==> src/rtl/oled_glyph_scheduler.sv <==
// oled_glyph_scheduler: coalesces per-display glyph requests (latest wins), arbitrates
// round-robin between display 0 and 1, and drives one data/dataReady/address_sel update
// at a time, waiting for the driver to finish its frame before the next one.
// Optional feature macro: SKIP_DUPLICATE_EN (suppress updates that repeat the last glyph
// sent to the same display).
module oled_glyph_scheduler #(
  parameter int unsigned PULSE_CYCLES = 16,
  parameter int unsigned HOLD_CYCLES  = 8,
  parameter int unsigned BUSY_TIMEOUT = 1024,
  parameter int unsigned GW           = 16
) (
  input  logic          clk,
  input  logic          rst,
  input  logic          req_valid,
  input  logic          req_disp,
  input  logic [GW-1:0] req_glyph,
  output logic          req_ready,
  input  logic          drv_busy,
  output logic [GW-1:0] data,
  output logic          dataReady,
  output logic          address_sel,
  output logic          upd_done,
  output logic          timeout_err
);

  localparam int unsigned MaxPh  = (PULSE_CYCLES > HOLD_CYCLES) ? PULSE_CYCLES : HOLD_CYCLES;
  localparam int unsigned MaxCnt = (MaxPh > BUSY_TIMEOUT) ? MaxPh : BUSY_TIMEOUT;
  localparam int unsigned CW     = $clog2(MaxCnt + 1);

  typedef enum logic [2:0] {
    StIdle,
    StPulse,
    StHold,
    StWbusy,
    StWdone
  } state_e;

  state_e          r_state;
  logic [CW-1:0]   r_cnt;
  logic [1:0]      r_pend_v;
  logic [GW-1:0]   r_pend_g [2];
  logic            r_rr_ptr;
  logic [GW-1:0]   r_data;
  logic            r_addr_sel;
  logic            r_data_ready;
  logic            r_upd_done;
  logic            r_timeout_err;
  logic            r_req_ready;
`ifdef SKIP_DUPLICATE_EN
  logic [GW-1:0]   r_last_g [2];
`endif

  logic            w_pick;
  logic            w_winner;
  logic [GW-1:0]   w_win_g;
  logic            w_dup;

  // Pick only when idle, the driver is quiet, and something is pending
  always_comb begin
    w_pick   = (r_state == StIdle) && !drv_busy && (|r_pend_v);
    // With a single valid slot, pend_v[1] is exactly the index of that slot
    w_winner = (&r_pend_v) ? r_rr_ptr : r_pend_v[1];
    w_win_g  = r_pend_g[w_winner];
`ifdef SKIP_DUPLICATE_EN
    w_dup    = (w_win_g == r_last_g[w_winner]);
`else
    w_dup    = 1'b0;
`endif
  end

  // Update FSM, pending slots and all registered outputs
  always_ff @(posedge clk) begin
    if (!rst) begin
      r_state       <= StIdle;
      r_cnt         <= '0;
      r_pend_v      <= '0;
      r_pend_g[0]   <= '0;
      r_pend_g[1]   <= '0;
      r_rr_ptr      <= 1'b0;
      r_data        <= '0;
      r_addr_sel    <= 1'b0;
      r_data_ready  <= 1'b0;
      r_upd_done    <= 1'b0;
      r_timeout_err <= 1'b0;
      r_req_ready   <= 1'b0;
`ifdef SKIP_DUPLICATE_EN
      r_last_g[0]   <= '0;
      r_last_g[1]   <= '0;
`endif
    end else begin
      r_req_ready <= 1'b1;
      r_upd_done  <= 1'b0;
      case (r_state)
        StIdle: begin
          if (w_pick) begin
            r_pend_v[w_winner] <= 1'b0;
            if (&r_pend_v) r_rr_ptr <= ~w_winner;
            // A duplicate just retires the slot; the next pick may follow immediately
            if (!w_dup) begin
              r_data       <= w_win_g;
              r_addr_sel   <= w_winner;
              r_data_ready <= 1'b1;
              r_cnt        <= '0;
              r_state      <= StPulse;
`ifdef SKIP_DUPLICATE_EN
              r_last_g[w_winner] <= w_win_g;
`endif
            end
          end
        end
        StPulse: begin
          if (r_cnt == CW'(PULSE_CYCLES - 1)) begin
            r_data_ready <= 1'b0;
            r_cnt        <= '0;
            r_state      <= StHold;
          end else begin
            r_cnt <= r_cnt + CW'(1);
          end
        end
        StHold: begin
          if (r_cnt == CW'(HOLD_CYCLES - 1)) begin
            r_cnt   <= '0;
            r_state <= StWbusy;
          end else begin
            r_cnt <= r_cnt + CW'(1);
          end
        end
        StWbusy: begin
          if (drv_busy) begin
            r_cnt   <= '0;
            r_state <= StWdone;
          end else if (r_cnt == CW'(BUSY_TIMEOUT - 1)) begin
            r_timeout_err <= 1'b1;
            r_upd_done    <= 1'b1;
            r_cnt         <= '0;
            r_state       <= StIdle;
          end else begin
            r_cnt <= r_cnt + CW'(1);
          end
        end
        StWdone: begin
          // No timeout here: a full frame legitimately takes a long time
          if (!drv_busy) begin
            r_upd_done <= 1'b1;
            r_cnt      <= '0;
            r_state    <= StIdle;
          end
        end
        default: begin
          r_cnt   <= '0;
          r_state <= StIdle;
        end
      endcase
      // Placed after the pick so a same-cycle request for the winner keeps its slot
      if (req_valid) begin
        r_pend_v[req_disp] <= 1'b1;
        r_pend_g[req_disp] <= req_glyph;
      end
    end
  end

  assign req_ready   = r_req_ready;
  assign data        = r_data;
  assign dataReady   = r_data_ready;
  assign address_sel = r_addr_sel;
  assign upd_done    = r_upd_done;
  assign timeout_err = r_timeout_err;

endmodule

==> config.mk <==
export PLATFORM = sky130hd
export DESIGN_NAME = oled_glyph_scheduler
export DESIGN_NICKNAME = d
export VERILOG_FILES = /design/src/rtl/oled_glyph_scheduler.sv
export SDC_FILE = /design/constraint.sdc
export NUM_CORES = 1
export LEC_CHECK = 0
export CORE_MARGIN = 2
export CORE_UTILIZATION = 59
export DETAILED_ROUTE_END_ITERATION = 8
export PLACE_DENSITY = 0.85
export SLEW_MARGIN = 5
export SYNTH_ARGS = -nofsm -noshare
export SYNTH_HDL_FRONTEND = slang
export SYNTH_SLANG_ARGS = --single-unit
export TNS_END_PERCENT = 5
==> constraint.sdc <==
create_clock -name clk -period 4.3 [get_ports clk]
set_clock_uncertainty 0.05 [all_clocks]
set_input_delay 1.29 -clock clk [delete_from_list [all_inputs] [get_ports clk]]
set_output_delay 1.29 -clock clk [all_outputs]
set_load 0.005 [all_outputs]
==> results.json <==
{
  "status": "complete, no violations",
  "root_buffer": "clkbuf_8",
  "grt_use_total_pct": 22.5,
  "htreeDepth": 3,
  "yosys_warnings": 0,
  "clkPwrFrac_pct": 33.2,
  "cts_buffers": 9,
  "n_all_buffers": 45,
  "synth.distinct_cells": 51,
  "wirelength_um": 6310,
  "die_height_um": 77.3,
  "clk_latency_ns": 0.34,
  "p_int_uw": 1040,
  "arrival_ns": 3.23,
  "holdWs_ns": 0.443,
  "syn_area_sq_um": 3170,
  "final-setup-viol-count": 0,
  "synthTopCellsByCount": "nand3_1 (39), and2_1 (38), dfxtp_1 (38)",
  "n_antenna_cell": 0,
  "syn_nets": 319,
  "combGateArea_sq_um": 1350,
  "inverters_excl_clock": 0
}
[cells by family after synthesis]
group           count (synthesis)  share of synthesized area [%]
xor+xnor                        5                           1.38
fa+ha+maj                       1                          0.395
simple gates                  148                           26.9
flops                          70                           54.3
mux                             1                          0.316
buf+inv                        20                           3.04
compound gates                 52                           13.7
[stage by stage]
stage          power (uW)  utilization, %  area [sq um]  setup slack [ns]
6_report             1400            73.5          3780              1.25
5_1_grt              1450            73.5          3780              1.08
4_1_cts              1410            73.5          3780              1.22
3_5_place_dp          948            70.1          3600             0.869
3_3_place_gp          942            70.1          3600             0.947
2_1_floorplan         871               -          3170              1.03
[state kept, by name, summed over array words and instances (netlist names)]
register,cells
r_pend_v,2
dataReady,1
r_cnt,11
r_rr_ptr,1
upd_done,1
req_ready,1
r_state,3
r_pend_g,32
timeout_err,1
address_sel,1
data,16
[path summary, 6_finish.rpt]
check                  end  slack [ns]  cells past startpoint
setup / recovery   data[1]        1.25                      6
hold / removal    r_cnt[1]        0.44                      2
setup reg to reg   data[1]        2.10                      5
hold reg to reg   r_cnt[1]        0.44                      2
[per-layer routing]
layer / up-vias / routed length, um
met4: 0 / 160
met2: 49 / 3290
li1: 1148 / -
met5: - / 0
met1: 1131 / 2650
met3: 14 / 214
[power by group through the flow]
stage | registers [uW] | clock network (uW) | logic [uW]
final | 767 | 464 | 167
after global routing | 772 | 496 | 182
after CTS | 767 | 472 | 168
after detailed placement | 781 | 0 | 167
after global placement | 779 | 0 | 163
after floorplan | 774 | 0 | 97.1
[worst max-delay path, stage by stage]
cell and delay, ns:
clkdlybuf4s50_1 0.59, nor4_4 0.33, and2_1 0.39, buf_4 0.33, nand3_1 0.14, o211a_1 0.15
==> images/ff_map.png <==
Other sequential cells in the stronger gray, the rest of the logic in the fainter gray.
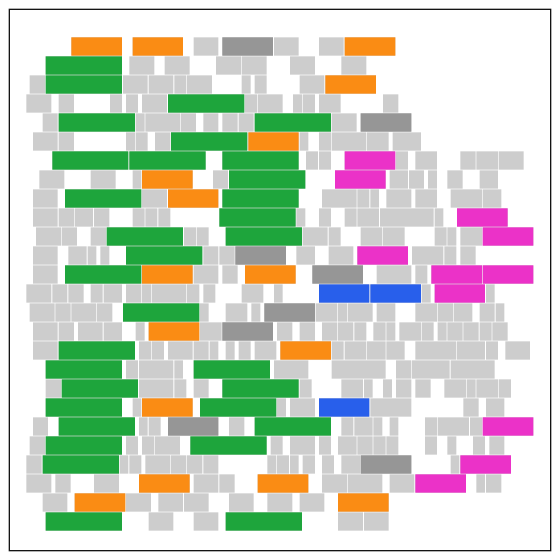
| netlist name | color | sequential cells |
|---|---|---|
| r_cnt | magenta | 11 |
| r_state | blue | 3 |
| r_pend_g | green | 32 |
| data | orange | 16 |
not colored: 8

==> images/class_map.png <==
Fill, decap, tap and diode cells in gray.
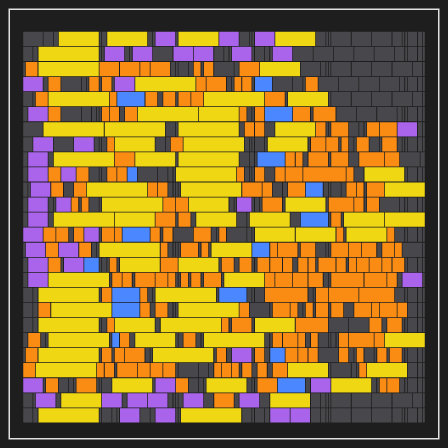
| class | color | cells | share of their area |
|---|---|---|---|
| clock drivers and dummy loads | blue | 16 | 4.7% |
| registers | yellow | 70 | 47% |
| remaining buffers and delay cells | purple | 45 | 12% |
| remaining logic cells | orange | 207 | 37% |

Power is estimated from default activity; no workload was simulated.
